run_1/cell_classes.png
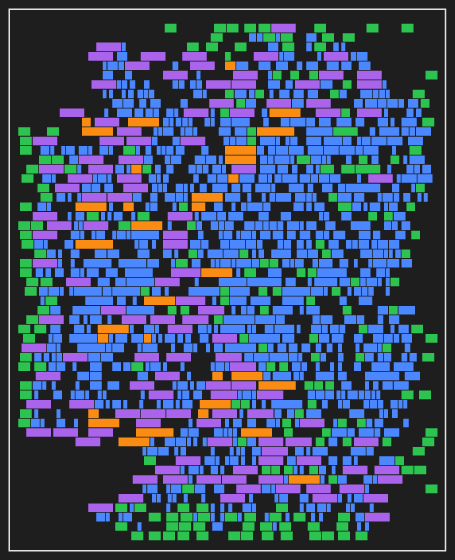
run_1/final_congestion.png
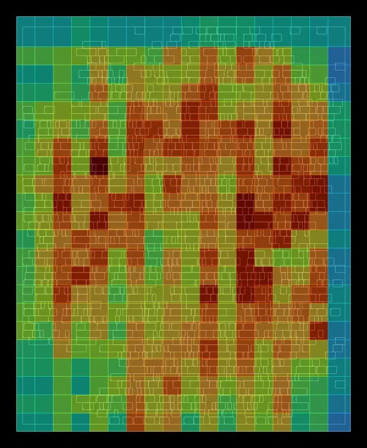
run_1/density.png
The bar under the picture is 50 um long. 13 x 16 tiles, from dark blue (low) to red (high), 0 to 100% covered.
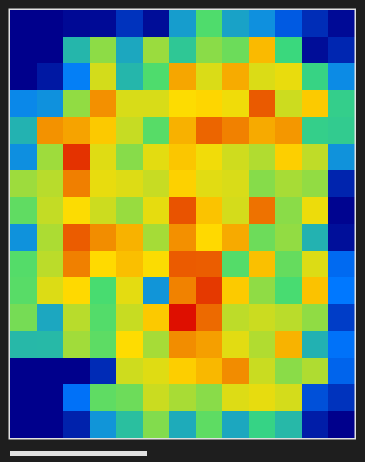
$ cat config.mk
export PLATFORM = sky130hd
export DESIGN_NAME = puf_scan_auth_seq
export DESIGN_NICKNAME = d
export VERILOG_FILES = /design/src/rtl/puf_scan_auth_seq.sv
export SDC_FILE = /design/constraint.sdc
export NUM_CORES = 1
export LEC_CHECK = 0
export CORE_ASPECT_RATIO = 1.25
export CORE_MARGIN = 2
export CORE_UTILIZATION = 45
export CTS_CLUSTER_DIAMETER = 80
export DETAILED_ROUTE_END_ITERATION = 16
export PLACE_DENSITY = 0.7
export SLEW_MARGIN = 20
export SYNTH_ARGS = -nofsm -noshare
export SYNTH_HDL_FRONTEND = slang
export SYNTH_SLANG_ARGS = --single-unit
$ cat constraint.sdc
create_clock -name clk -period 3.8 [get_ports clk]
set_input_delay 0.38 -clock clk [delete_from_list [all_inputs] [get_ports clk]]
set_output_delay 0.38 -clock clk [all_outputs]
set_load 0.02 [all_outputs]
$ cat src/rtl/puf_scan_auth_seq.sv
// PUF-gated scan-authorisation sequencer: runs NCH challenge/response rounds, folds the
// responses into n_auth, then opens a scan_enable window of l_scan cycles starting at count n_auth.
module puf_scan_auth_seq #(
    parameter int W       = 16,
    parameter int NCH     = 4,
    parameter int CNT_W   = 16,
    parameter int TIMEOUT = 64
) (
    input  logic             clk,
    input  logic             rst_n,
    input  logic             start,
    input  logic             abort,
    input  logic [W-1:0]     seed,
    input  logic [3:0]       activation,
    input  logic [CNT_W-1:0] l_scan,
    output logic             puf_req,
    output logic [W-1:0]     puf_challenge,
    output logic [3:0]       puf_activation,
    input  logic             puf_ack,
    input  logic [W-1:0]     puf_response,
    output logic [W-1:0]     n_auth,
    output logic             n_valid,
    output logic [CNT_W-1:0] current_count,
    output logic             scan_enable,
    output logic             busy,
    output logic             done,
    output logic             error
);

    localparam int KW = $clog2(NCH + 1);
    localparam int TW = $clog2(TIMEOUT + 1);

    typedef enum logic [2:0] {
        S_IDLE,
        S_REQ,
        S_GAP,
        S_CONV,
        S_COUNT,
        S_DONE
    } state_t;

    typedef logic [CNT_W:0] cnt_t;

    state_t         state;
    logic [W-1:0]   seed_q;
    logic [CNT_W-1:0] lscan_q;
    logic [W-1:0]   acc;
    logic [KW-1:0]  k;
    logic [TW-1:0]  wait_cnt;
    cnt_t           cnt;

    cnt_t n_ext;
    cnt_t win_end;
    cnt_t last_cnt;
    cnt_t cnt_nxt;
    logic se_nxt;

    function automatic logic [W-1:0] rotl(input logic [W-1:0] v, input logic [KW-1:0] sh);
        logic [2*W-1:0] d;
        int m;
        m = int'(sh) % W;
        d = {v, v} << m;
        return d[2*W-1:W];
    endfunction

    // Window arithmetic is one bit wider than the counter so n_auth + l_scan never wraps.
    always_comb begin
        n_ext    = cnt_t'(n_auth);
        win_end  = n_ext + cnt_t'(lscan_q);
        last_cnt = (lscan_q == '0) ? n_ext : win_end - cnt_t'(1);
        cnt_nxt  = cnt + cnt_t'(1);
        se_nxt   = (cnt_nxt >= n_ext) && (cnt_nxt < win_end);
    end

    assign current_count = cnt[CNT_W-1:0];

    always_ff @(posedge clk) begin
        if (!rst_n) begin
            state          <= S_IDLE;
            seed_q         <= '0;
            lscan_q        <= '0;
            acc            <= '0;
            k              <= '0;
            wait_cnt       <= '0;
            cnt            <= '0;
            puf_req        <= 1'b0;
            puf_challenge  <= '0;
            puf_activation <= '0;
            n_auth         <= '0;
            n_valid        <= 1'b0;
            scan_enable    <= 1'b0;
            busy           <= 1'b0;
            done           <= 1'b0;
            error          <= 1'b0;
        end else begin
            done <= 1'b0;
            if (state != S_IDLE && abort) begin
                state       <= S_IDLE;
                puf_req     <= 1'b0;
                scan_enable <= 1'b0;
                n_valid     <= 1'b0;
                busy        <= 1'b0;
            end else begin
                case (state)
                    S_IDLE: begin
                        if (start) begin
                            seed_q         <= seed;
                            puf_activation <= activation;
                            lscan_q        <= l_scan;
                            acc            <= '0;
                            k              <= '0;
                            wait_cnt       <= '0;
                            cnt            <= '0;
                            n_valid        <= 1'b0;
                            error          <= 1'b0;
                            puf_challenge  <= seed;
                            puf_req        <= 1'b1;
                            busy           <= 1'b1;
                            state          <= S_REQ;
                        end
                    end
                    S_REQ: begin
                        // An ack in the final allowed cycle still counts; timeout only without ack.
                        if (puf_ack) begin
                            acc     <= acc ^ puf_response;
                            k       <= k + KW'(1);
                            puf_req <= 1'b0;
                            state   <= S_GAP;
                        end else if (wait_cnt == TW'(TIMEOUT - 1)) begin
                            error   <= 1'b1;
                            n_valid <= 1'b0;
                            puf_req <= 1'b0;
                            done    <= 1'b1;
                            state   <= S_DONE;
                        end else begin
                            wait_cnt <= wait_cnt + TW'(1);
                        end
                    end
                    S_GAP: begin
                        if (k < KW'(NCH)) begin
                            puf_req       <= 1'b1;
                            puf_challenge <= rotl(seed_q, k);
                            wait_cnt      <= '0;
                            state         <= S_REQ;
                        end else begin
                            state <= S_CONV;
                        end
                    end
                    S_CONV: begin
                        n_auth      <= (acc == '0) ? W'(1) : acc;
                        n_valid     <= 1'b1;
                        cnt         <= '0;
                        scan_enable <= 1'b0;
                        state       <= S_COUNT;
                    end
                    S_COUNT: begin
                        if (cnt == last_cnt) begin
                            scan_enable <= 1'b0;
                            done        <= 1'b1;
                            state       <= S_DONE;
                        end else begin
                            cnt         <= cnt_nxt;
                            scan_enable <= se_nxt;
                        end
                    end
                    S_DONE: begin
                        busy  <= 1'b0;
                        state <= S_IDLE;
                    end
                    default: begin
                        busy  <= 1'b0;
                        state <= S_IDLE;
                    end
                endcase
            end
        end
    end

endmodule

==> run summary, run 1 <==
Physical implementation.

- The number of flip-flops in the largest register is 17.
- The placed standard-cell area is 10100 um2.
- The routed design shows a via density per instance of approximately 5.7.
- The post-cts hold buffer count is 0.
- The top routing layer in use is met4.
- Summed over all layers, the global routing overflow is 0.
- The share of the final layout cell area in multi-input gates is 0.516.
- The global routing report lists met3 layer usage as 0.0466.
- STA lists the startpoint of the worst hold path as rst_n.
- Across all setup checks in the final design, the least slack found is 78.1 ps.
- The most common logic cells in the final layout are sky130_fd_sc_hd__nand2_1, sky130_fd_sc_hd__clkdlybuf4s50_1, sky130_fd_sc_hd__dfxtp_1, sky130_fd_sc_hd__buf_4, sky130_fd_sc_hd__nor2_1.
- The capture instance of the worst register-to-register path is cnt[0].
- The script computed a power per unit cell area of 430 nW/um2.
- The H-tree was split into 4 levels.
- The iteration tally of the first detailed-router pass is 5.
- The endpoint of the worst hold path is cnt[2].
- The flow ran to the end, and the final reports show no timing, DRC or antenna violations.
- The wire length of the first global-routing pass is 40300 um.
- The remaining number of nets flagged by the antenna check after routing is 0.
- The non-clock inverter count in the final layout is 39.
- The most instantiated logic cell after routing is sky130_fd_sc_hd__nand2_1.
- The number of register bits inferred by synthesis is 120.
- The register with the most flip-flops is cnt.
- Per the area breakdown, the dominant cell category is multi-input combinational cells.
- The number of fill cells in the layout is between 1500 and 2000.
- The tally of non-filler cells in the final layout is about 1400.
- The fraction of registers with async set/reset is 0.
- TritonCTS built the clock tree.
- The via count of the first global-routing pass was 7770.
- For the worst setup path, the data arrival time is 4070 ps.
- The launch point of the worst path is n_auth[0].
- The share of total power dissipated in sequential elements is 0.320.
- The number of instances in the placed design is 1361.
- The number of setup violations in the final report is 0.
- Looking at the max-slew report, the worst-margin pin has a slew of around 870 ps.
- The layout summary lists the proportion of cells stronger than drive strength 1 as 0.165.
- The most repeated library cell on the critical path is sky130_fd_sc_hd__buf_6.
- The group with the largest share of power is the clock network.
- In the hold timing report, the worst path depth is 3.
- The cell-mix breakdown from Yosys lists the XOR/XNOR area share as 0.0846.
- Per STA, the worst path is made up of ha_4 -> inv_2 -> fa_2 -> nand2b_4 -> a21oi_4 -> or3_4 -> a211o_4 -> nor3b_4 -> and2_4 -> xnor2_2 -> a211o_1 -> a2111o_1 -> buf_6 -> buf_6 -> o31a_1 -> mux2i_1.
Back to the opening pictures, cell_classes.png:
purple -> flops  # cells 120, share of their area 23%
blue -> all other logic  # cells 818, share of their area 54%
green -> other buffers and delay cells  # cells 199, share of their area 17%
orange -> clock drivers and dummy loads  # cells 32, share of their area 6.0%
num rows: 55
Final Core Density: 0.604
total non-filler cell area in the finished layout: 11000 um2
standard cell core area: 18200 um2
flip-flop and latch share of the layout cell area: 0.221

Back to the opening pictures, final_congestion.png:
mean routed wirelength per cell: 18.0 um
GR Layer Usage met1: 0.290
GR Util All Layers: 0.257
Top Usage Layer GRT: met2

Back to the opening pictures, density.png:
nearly empty tiles = 7.2%
densest ninth of the die = centre
emptiest ninth of the die = lower left
tiles over 75% full = 24%
initial core utilization: 0.459

==> run 2, diff against run 1 <==
--- a/config.mk
+++ b/config.mk
@@ -5,7 +5,7 @@
 export SDC_FILE = /design/constraint.sdc
 export NUM_CORES = 1
 export LEC_CHECK = 0
-export CORE_ASPECT_RATIO = 1.25
+export CORE_ASPECT_RATIO = 0.9
 export CORE_MARGIN = 2
 export CORE_UTILIZATION = 45
 export CTS_CLUSTER_DIAMETER = 80
==> run summary, run 2 <==
Physical implementation.

- The via count of the first global-routing pass is 7335 (was 7770).
- The remaining number of nets flagged by the antenna check after routing is 0 (unchanged).
- The worst-case setup margin in the final layout was 132 ps (was 78.1 ps).
- The iteration tally of the first detailed-router pass is 5 (unchanged).
- The TritonCTS clock tree is done (unchanged).
- The share of the final layout cell area in multi-input gates is 0.517 (was 0.516).
- The number of fill cells in the layout was 1619 (was 1634).
- The launch point of the worst path is lscan_q[1] (was n_auth[0]).
- The top routing layer in use is met4 (unchanged).
- The XOR/XNOR share of the synthesized area is 0.0846 (unchanged).
- The most utilized layer in the global route result was met2 (unchanged).
- Status: finished, final reports clean (unchanged).
- The vias per cell was 5.58 (was 5.68).
- The most instantiated logic cell after routing was sky130_fd_sc_hd__nand2_1 (unchanged).
- The register with the most flip-flops is cnt (unchanged).
- The aggregate global routing overflow is 0 (unchanged).
- The arrival time of the worst setup path is 4030 ps (was 4070 ps).
- CP cell instances: ha_1 -> a211oi_4 -> nor2_1 -> xor2_1 -> or3_4 -> or3_4 -> or4_1 -> o32a_1 -> nand3_2 -> a41oi_4 -> buf_6 -> o31ai_4 -> buf_6 -> a32o_1 (was ha_4 -> inv_2 -> fa_2 -> nand2b_4 -> a21oi_4 -> or3_4 -> a211o_4 -> nor3b_4 -> and2_4 -> xnor2_2 -> a211o_1 -> a2111o_1 -> buf_6 -> buf_6 -> o31a_1 -> mux2i_1).
- The fraction of registers with async set/reset is 0 (unchanged).
- The capture instance of the worst register-to-register path is cnt[3] (was cnt[0]).
- The group with the largest share of power is the clock network (unchanged).
- The placed standard-cell area was 10100 um2 (about the same).
- The number of flip-flops in the largest register is 17 (unchanged).
- The share of final-layout standard cells stronger than drive strength 1 was 0.156 (was 0.165).
- The number of setup violations in the final report is 0 (unchanged).
- The start point of the worst min-delay path is rst_n (unchanged).
run_2/cell_classes.png
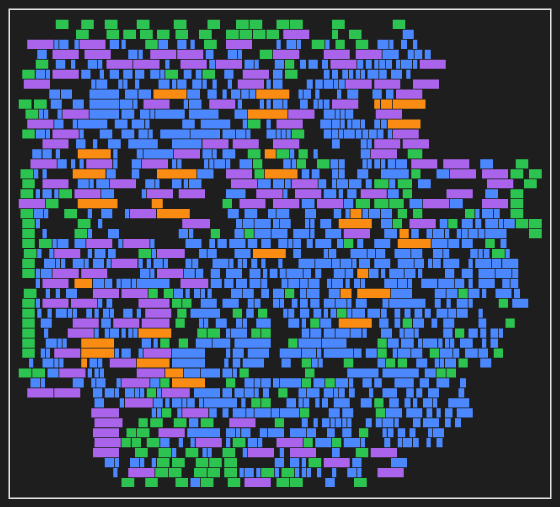
purple -> flops  # cells 120, share of their area 23%
orange -> clock drivers and dummy loads  # cells 32, share of their area 6.0%
green -> other buffers and delay cells  # cells 193, share of their area 17%
blue -> all other logic  # cells 818, share of their area 55%
num rows: 47
flip-flop and latch share of the layout cell area: 0.222
Final Core Density: 0.596
total non-filler cell area in the finished layout: 10900 um2

run_2/final_congestion.png
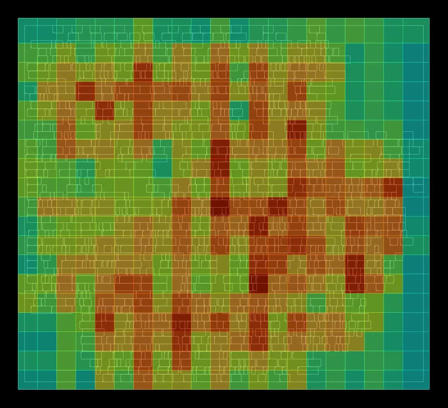
GR Util All Layers: 0.248
GR Layer Usage met1: 0.350
met3 GRT Util: 0.0500

run_2/density.png
The bar under the picture is 50 um long. 15 x 13 tiles, from dark blue (low) to red (high), 0 to 100% covered.
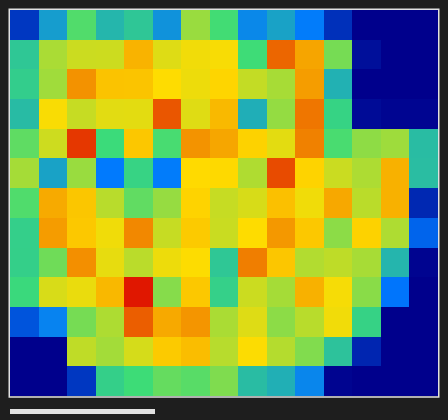
mean over tiles = 54%
densest ninth of the die = centre
nearly empty tiles = 12%
initial core utilization: 0.456
standard cell core area: 18300 um2

==> run 3, diff against run 2 <==
--- a/config.mk
+++ b/config.mk
@@ -7,10 +7,9 @@
 export LEC_CHECK = 0
 export CORE_ASPECT_RATIO = 0.9
 export CORE_MARGIN = 2
-export CORE_UTILIZATION = 45
+export CORE_UTILIZATION = 30
 export CTS_CLUSTER_DIAMETER = 80
 export DETAILED_ROUTE_END_ITERATION = 16
-export PLACE_DENSITY = 0.7
 export SLEW_MARGIN = 20
 export SYNTH_ARGS = -nofsm -noshare
 export SYNTH_HDL_FRONTEND = slang
==> run summary, run 3 <==
Physical implementation.

- The post-cts hold buffer count is 0 (unchanged).
- The number of flip-flops in the largest register came to 17 (unchanged).
- The most instantiated logic cell after routing was sky130_fd_sc_hd__nand2_1 (unchanged).
- The share of the final layout cell area in multi-input gates is 0.511 (was 0.517).
- Top Layout Cells: sky130_fd_sc_hd__nand2_1, sky130_fd_sc_hd__clkdlybuf4s50_1, sky130_fd_sc_hd__dfxtp_1, sky130_fd_sc_hd__buf_4, sky130_fd_sc_hd__nor2_1 (unchanged).
- The wire length of the first global-routing pass is 41200 um (was 38600 um).
- By instance count, the cell type seen most on the critical path is sky130_fd_sc_hd__or3_4.
- The register with the most flip-flops was cnt (unchanged).
- The start point of the worst min-delay path is wait_cnt[6] (was rst_n).
- The number of register bits inferred by synthesis is 120 (unchanged).
- The most utilized layer in the global route result is met2 (unchanged).
- The via count of the first global-routing pass is 7539 (was 7335).
- CP cell instances: ha_1 -> a211oi_4 -> nor2_2 -> xor2_2 -> or3_4 -> or3_4 -> or4_1 -> o32a_1 -> nand3_2 -> a41oi_4 -> buf_12 -> o31a_1 -> mux2i_2 (was ha_1 -> a211oi_4 -> nor2_1 -> xor2_1 -> or3_4 -> or3_4 -> or4_1 -> o32a_1 -> nand3_2 -> a41oi_4 -> buf_6 -> o31ai_4 -> buf_6 -> a32o_1).
- The worst-case setup margin in the final layout came to 103 ps (was 132 ps).
- The share of final-layout standard cells stronger than drive strength 1 is 0.165 (was 0.156).
- The launch point of the worst path is n_auth[1] (was lscan_q[1]).
- The number of fill cells in the layout is 2735 (was 1619).
- The number of setup violations in the final report is 0 (unchanged).
- The aggregate global routing overflow was 0 (unchanged).
- The non-clock inverter count in the final layout is 39 (unchanged).
- The fraction of standard cell area that is sequential is 0.217 (was 0.222).
- The number of instances in the placed design is 1488 (was 1371).
- The number of instances on the worst hold path is 2 (was 3).
- The remaining number of nets flagged by the antenna check after routing is 0 (unchanged).
- Status: finished, final reports clean (unchanged).
- The tally of non-filler cells in the final layout is 1528 (was 1408).
- The placed standard-cell area is 10300 um2 (was 10100 um2).
- The vias per cell was 5.14 (was 5.58).
- The TritonCTS clock tree is done (unchanged).
run_3/cell_classes.png
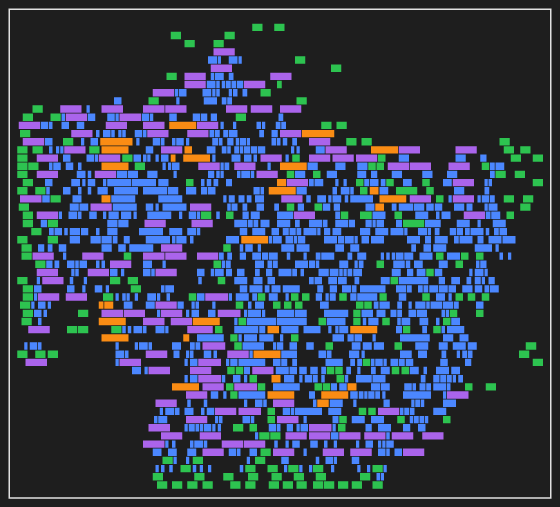
green -> other buffers and delay cells  # cells 204, share of their area 17%
orange -> clock drivers and dummy loads  # cells 32, share of their area 5.6%
purple -> flops  # cells 120, share of their area 23%
blue -> all other logic  # cells 818, share of their area 55%
standard cell core area: 27200 um2
num rows: 57

run_3/density.png
The bar under the picture is 50 um long. 18 x 16 tiles, from dark blue (low) to red (high), 0 to 100% covered.
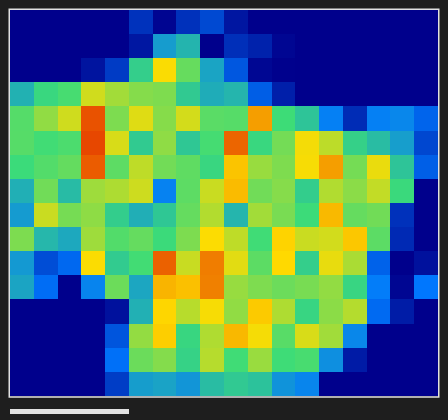
fullest tile = 92%
mean over tiles = 37%
tiles over 75% full = 7.3%
nearly empty tiles = 27%
emptiest ninth of the die = upper right
initial core utilization: 0.307
Final Core Density: 0.409

run_3/wire_density.png
The bar under the picture is 50 um long. 36 x 32 tiles, from dark blue (low) to red (high), scaled to the fullest tile. Values are wire area over tile area, all layers added.
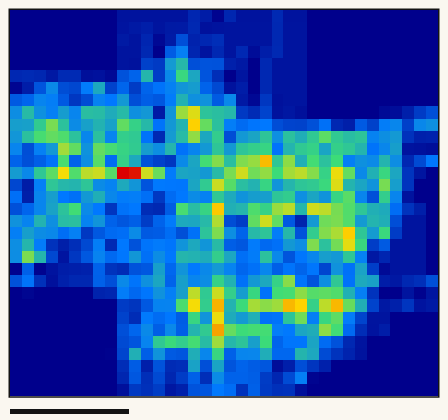
tiles over half the peak = 9.0%
fullest tile = 0.68
emptiest ninth of the die = upper right
nearly empty tiles = 26%
mean over tiles = 0.14
densest ninth of the die = centre
wirelength, routed: 25900 um
mean routed wirelength per cell: 16.9 um
GR Util All Layers: 0.178
total number of vias: 7855


==> screenshots <==
Drive-strength map.
image #1
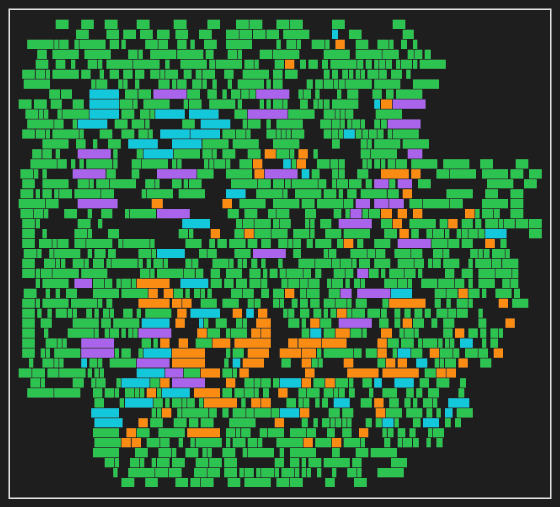
image #2
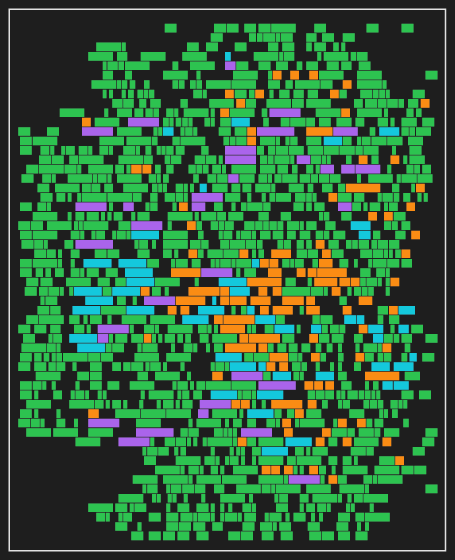
image #3
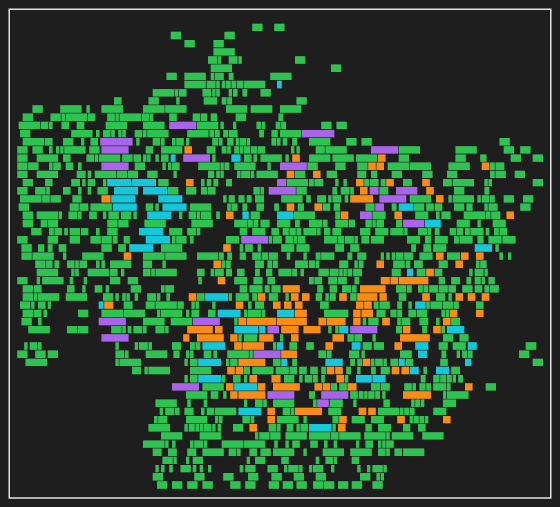
- run 3 = image #3
- run 2 = image #1
- run 1 = image #2

No activity file was given, so power comes from the tool's default toggle rates.
